===== config.mk =====
export PLATFORM = sky130hd
export DESIGN_NAME = alu_seq
export DESIGN_NICKNAME = d
export VERILOG_FILES = /design/src/rtl/alu_seq.sv
export SDC_FILE = /design/constraint.sdc
export NUM_CORES = 1
export LEC_CHECK = 0
export CAP_MARGIN = 20
export CORE_MARGIN = 5
export CORE_UTILIZATION = 31
export DETAILED_ROUTE_END_ITERATION = 10
export HOLD_SLACK_MARGIN = 0.08
export PLACE_DENSITY = 0.64
export SYNTH_ARGS = -nofsm -noshare
export SYNTH_HDL_FRONTEND = slang
export SYNTH_SLANG_ARGS = --single-unit

===== constraint.sdc =====
create_clock -name clk -period 1.6 [get_ports clk]
set_input_delay 0.32 -clock clk [delete_from_list [all_inputs] [get_ports clk]]
set_output_delay 0.32 -clock clk [all_outputs]
set_load 0.05 [all_outputs]

===== src/rtl/alu_seq.sv =====
// ---------------------------------------------------------------------------
// alu_seq: multi-cycle command sequencer in front of the shared 8-bit ALU.
//
// One arithmetic/logic command is accepted per handshake. The sequencer
// drives the ALU controls for one binary pass (BIN) and, for decimal-mode
// ADC/SBC, a second pass (ADJ) that adds the BCD correction constant.
// It then returns the result, N/Z/C/V and the per-flag write enables.
//
// Handshake: a command is accepted on a rising clk edge where req & ready.
// ready is high only in IDLE. done is a single-cycle pulse marking result,
// flags and write enables valid. These outputs then hold until the next
// done or reset. ready is already high in the done cycle, so a new command
// can be accepted at the edge that ends it.
//
// Parameter:
//   DEC_SUPPORT  1 = decimal correction pass enabled, 0 = dec input ignored
//
// Build option:
//   ALU_SEQ_DEC_NZ_EN  defined   -> decimal ADC/SBC take N/Z from the
//                                   corrected result (65C02 behaviour)
//                      undefined -> N/Z always come from the binary pass
//                                   (NMOS behaviour)
//
// Ports:
//   clk, rst_n                  clock, async active-low reset
//   req, ready                  command handshake
//   cmd[2:0]                    0 ADC,1 SBC,2 CMP,3 AND,4 ORA,5 EOR,6 ASL,7 LSR
//   dec, c_in, a[7:0], m[7:0]   command operands, latched on accept
//   alu_ai, alu_mi, alu_ci,
//   alu_mem_bi, alu_inv_bi,
//   alu_op[2:0]                 ALU controls (all zero in IDLE)
//   alu_out, alu_c, alu_n,
//   alu_z, alu_v, alu_hcb,
//   alu_dhc, alu_dc             ALU result and flags
//   done, result, n, z, c, v    completion pulse, final result and flags
//   we_res, we_nz, we_c, we_v   write enables, valid with done
// ---------------------------------------------------------------------------
module alu_seq #(
  parameter bit DEC_SUPPORT = 1'b1
) (
  input  logic       clk,
  input  logic       rst_n,
  input  logic       req,
  output logic       ready,
  input  logic [2:0] cmd,
  input  logic       dec,
  input  logic       c_in,
  input  logic [7:0] a,
  input  logic [7:0] m,
  output logic [7:0] alu_ai,
  output logic [7:0] alu_mi,
  output logic       alu_ci,
  output logic       alu_mem_bi,
  output logic       alu_inv_bi,
  output logic [2:0] alu_op,
  input  logic [7:0] alu_out,
  input  logic       alu_c,
  input  logic       alu_n,
  input  logic       alu_z,
  input  logic       alu_v,
  input  logic       alu_hcb,
  input  logic       alu_dhc,
  input  logic       alu_dc,
  output logic       done,
  output logic [7:0] result,
  output logic       n,
  output logic       z,
  output logic       c,
  output logic       v,
  output logic       we_res,
  output logic       we_nz,
  output logic       we_c,
  output logic       we_v
);

  // Sequencer states
  localparam logic [1:0] S_IDLE = 2'd0;
  localparam logic [1:0] S_BIN  = 2'd1;
  localparam logic [1:0] S_ADJ  = 2'd2;

  // ALU op encodings shared with the ALU
  localparam logic [2:0] ALU_ADC = 3'd0;
  localparam logic [2:0] ALU_AND = 3'd1;
  localparam logic [2:0] ALU_ORA = 3'd2;
  localparam logic [2:0] ALU_EOR = 3'd3;
  localparam logic [2:0] ALU_ROL = 3'd4;
  localparam logic [2:0] ALU_ROR = 3'd5;

  // Command encodings
  localparam logic [2:0] CMD_ADC = 3'd0;
  localparam logic [2:0] CMD_SBC = 3'd1;
  localparam logic [2:0] CMD_CMP = 3'd2;
  localparam logic [2:0] CMD_AND = 3'd3;
  localparam logic [2:0] CMD_ORA = 3'd4;
  localparam logic [2:0] CMD_EOR = 3'd5;
  localparam logic [2:0] CMD_ASL = 3'd6;
  localparam logic [2:0] CMD_LSR = 3'd7;

  logic [1:0] state;

  // Command latched at accept
  logic [2:0] cmd_q;
  logic       dec_q;
  logic       ci_q;
  logic [7:0] a_q;
  logic [7:0] m_q;

  // Binary-pass results, kept for the correction pass and final flags
  logic [7:0] bin_res;
  logic       bin_c;
  logic       bin_v;
  logic       bin_n;
  logic       bin_z;
  logic       bin_hcb;
  logic       bin_dhc;
  logic       bin_dc;

  logic       is_addsub;
  logic       go_dec;
  logic       adj_lo;
  logic       adj_hi;
  logic [7:0] adj_const;
  logic       we_res_nxt;
  logic       we_c_nxt;
  logic       we_v_nxt;

  assign ready     = (state == S_IDLE);
  assign is_addsub = (cmd_q == CMD_ADC) || (cmd_q == CMD_SBC);
  assign go_dec    = DEC_SUPPORT && dec_q && is_addsub;

  // Write enables depend only on the latched command
  assign we_res_nxt = (cmd_q != CMD_CMP);
  assign we_c_nxt   = (cmd_q == CMD_ADC) || (cmd_q == CMD_SBC) ||
                      (cmd_q == CMD_CMP) || (cmd_q == CMD_ASL) ||
                      (cmd_q == CMD_LSR);
  assign we_v_nxt   = is_addsub;

  // BCD correction constant. For SBC the operand was inverted, so
  // hcb reads as half borrow and a clear carry means full borrow; the
  // subtract constants are the two's complement of 0x06/0x60/0x66.
  always_comb begin
    adj_lo    = 1'b0;
    adj_hi    = 1'b0;
    adj_const = 8'h00;
    if (cmd_q == CMD_SBC) begin
      adj_lo = bin_hcb;
      adj_hi = ~bin_c;
      case ({adj_hi, adj_lo})
        2'b11:   adj_const = 8'h9A;
        2'b10:   adj_const = 8'hA0;
        2'b01:   adj_const = 8'hFA;
        default: adj_const = 8'h00;
      endcase
    end else begin
      adj_lo    = bin_hcb | bin_dhc;
      adj_hi    = bin_c | bin_dc;
      adj_const = {(adj_hi ? 4'h6 : 4'h0), (adj_lo ? 4'h6 : 4'h0)};
    end
  end

  // ALU control drive; everything stays zero in IDLE
  always_comb begin
    alu_ai     = 8'h00;
    alu_mi     = 8'h00;
    alu_ci     = 1'b0;
    alu_mem_bi = 1'b0;
    alu_inv_bi = 1'b0;
    alu_op     = 3'b000;
    case (state)
      S_BIN: begin
        alu_ai     = a_q;
        alu_mi     = m_q;
        alu_mem_bi = 1'b1;
        case (cmd_q)
          CMD_ADC: begin alu_op = ALU_ADC; alu_ci = ci_q; end
          CMD_SBC: begin alu_op = ALU_ADC; alu_inv_bi = 1'b1; alu_ci = ci_q; end
          CMD_CMP: begin alu_op = ALU_ADC; alu_inv_bi = 1'b1; alu_ci = 1'b1; end
          CMD_AND: alu_op = ALU_AND;
          CMD_ORA: alu_op = ALU_ORA;
          CMD_EOR: alu_op = ALU_EOR;
          CMD_ASL: alu_op = ALU_ROL;
          default: alu_op = ALU_ROR;
        endcase
      end
      S_ADJ: begin
        alu_ai     = bin_res;
        alu_mi     = adj_const;
        alu_op     = ALU_ADC;
        alu_mem_bi = 1'b1;
      end
      default: ;
    endcase
  end

  always_ff @(posedge clk or negedge rst_n) begin
    if (!rst_n) begin
      state   <= S_IDLE;
      cmd_q   <= 3'd0;
      dec_q   <= 1'b0;
      ci_q    <= 1'b0;
      a_q     <= 8'h00;
      m_q     <= 8'h00;
      bin_res <= 8'h00;
      bin_c   <= 1'b0;
      bin_v   <= 1'b0;
      bin_n   <= 1'b0;
      bin_z   <= 1'b0;
      bin_hcb <= 1'b0;
      bin_dhc <= 1'b0;
      bin_dc  <= 1'b0;
      done    <= 1'b0;
      result  <= 8'h00;
      n       <= 1'b0;
      z       <= 1'b0;
      c       <= 1'b0;
      v       <= 1'b0;
      we_res  <= 1'b0;
      we_nz   <= 1'b0;
      we_c    <= 1'b0;
      we_v    <= 1'b0;
    end else begin
      done <= 1'b0;
      case (state)
        S_IDLE: begin
          if (req) begin
            cmd_q <= cmd;
            dec_q <= dec;
            ci_q  <= c_in;
            a_q   <= a;
            m_q   <= m;
            state <= S_BIN;
          end
        end
        S_BIN: begin
          bin_res <= alu_out;
          bin_c   <= alu_c;
          bin_v   <= alu_v;
          bin_n   <= alu_n;
          bin_z   <= alu_z;
          bin_hcb <= alu_hcb;
          bin_dhc <= alu_dhc;
          bin_dc  <= alu_dc;
          if (go_dec) begin
            state <= S_ADJ;
          end else begin
            state  <= S_IDLE;
            done   <= 1'b1;
            result <= alu_out;
            n      <= alu_n;
            z      <= alu_z;
            c      <= alu_c;
            v      <= alu_v;
            we_res <= we_res_nxt;
            we_nz  <= 1'b1;
            we_c   <= we_c_nxt;
            we_v   <= we_v_nxt;
          end
        end
        S_ADJ: begin
          state  <= S_IDLE;
          done   <= 1'b1;
          result <= alu_out;
          // Decimal carry: ADC carries on binary carry or decimal carry;
          // SBC keeps the binary borrow.
          c      <= (cmd_q == CMD_ADC) ? (bin_c | bin_dc) : bin_c;
          v      <= bin_v;
`ifdef ALU_SEQ_DEC_NZ_EN
          n      <= alu_n;
          z      <= alu_z;
`else
          n      <= bin_n;
          z      <= bin_z;
`endif
          we_res <= we_res_nxt;
          we_nz  <= 1'b1;
          we_c   <= we_c_nxt;
          we_v   <= we_v_nxt;
        end
        default: state <= S_IDLE;
      endcase
    end
  end

endmodule

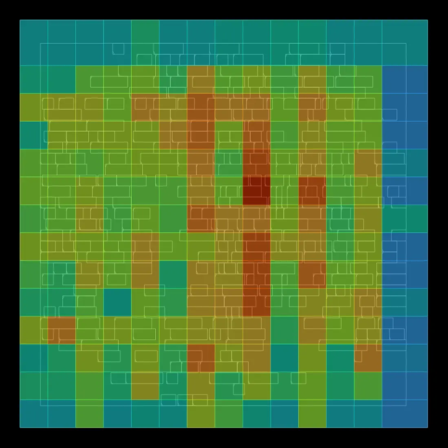
Fig. 1. Routing congestion.
met3 layer usage reported by global route: 4.291%
detail-routed net length per standard cell: 16.28 um

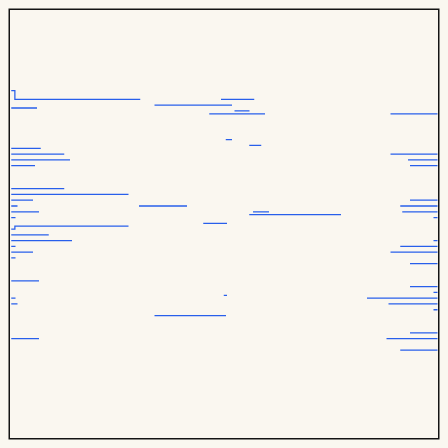
Fig. 2. Metal 3.
47 nets have wire on it. The wires run mostly horizontal. The layer carries 448 um of wire. The longest straight run is 29.4 um.
Detailed Route WL: 6.950 mm
total number of vias: 2017

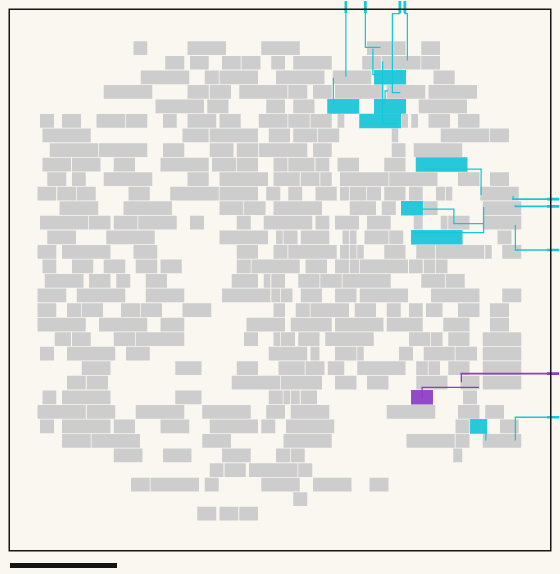
Fig. 3. Port wiring.
Bar = 20 um.
alu_mi: shown in cyan, direction output, end cells 8, buffers 8, wire 161 um. c_in: shown in purple, direction input, end cells 1, buffers 1, wire 30.5 um.

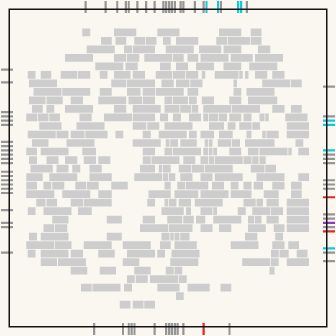
Fig. 4. I/O pins on the die edge.
Pins as bars across the die edge, other pins in gray.
c_in: shown in purple, pins 1, direction input, edge right. alu_mi: shown in cyan, pins 8, direction output, edge 4 right, 4 top. alu_op: shown in red, pins 3, direction output, edge 2 right, 1 bottom.
All pins by edge: 23 top, 22 left, 20 right, 14 bottom.

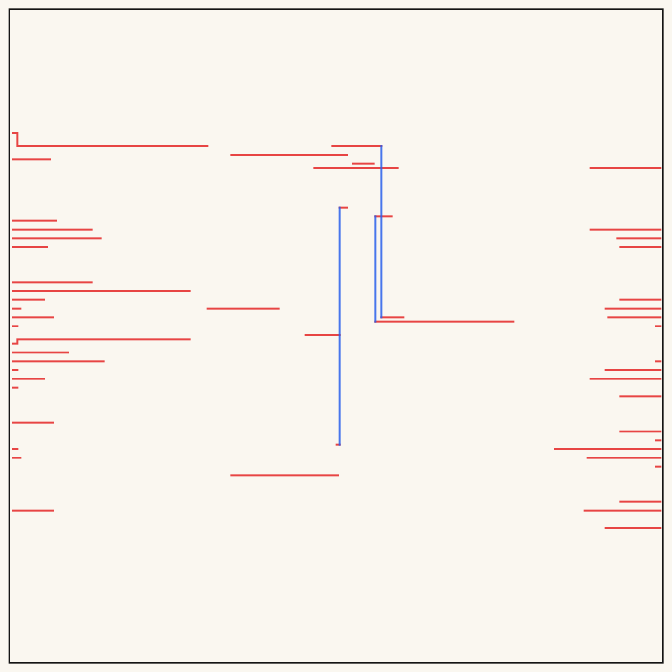
Fig. 5. Signal wires by layer.
Only two layers are drawn.
metal 4: shown in blue, wire length 79.6 um. metal 3: shown in red, wire length 448 um.
GRT Total Usage: 14.01%

==> datasheet_impl.txt <==
Table: implementation figures

Parameter                              Value

Critical path
  Crit path max-delay family    AND-OR/OR-AND gates
  Critical Path, Cell by Cell    inv_2, ha_4, buf_4, o31ai_2, a221oi_4, buf_12
  Data arrival time at the worst-slack endpoint    1.76 ns
  Largest incremental delay on the critical path    approximately 0.40 ns

Outcome
  Violations in the final reports    setup timing
  Run status    complete, but fails checks

Die
  Cell row count    33

Detailed routing
  Wire length on met3    448 um
  Starting DRT DRC Count    19

Timing
  Setup violations, final    roughly 44
  Final worst setup slack    -0.4778 ns
  Hold violation count in the final report    0
  Worst clock skew    roughly 0.008 ns
  Maximum achievable frequency    481.3 MHz

Power and ir drop
  Proportion of power drawn by flip-flops and latches    23.2%
  VDD IR-drop max    between 1 and 1.5 mV

Cells and area
  Share of layout cells above drive strength 1    58.07%
  Final-stage net count    366

CTS
  Clk slew on worst S/H paths    0.10 ns

Placement
  Post-detailed-placement half-perimeter wirelength    5.147 mm

Flow run
  Max Cap Violations    0

Synth
  Largest cells by area after synthesis    dfrtp_1, mux2_2, ha_1
  Cell accounting for the most synthesized area    dfrtp_1

Global route
  Grt met1 use    16.42%
Power is estimated from default activity; no workload was simulated.
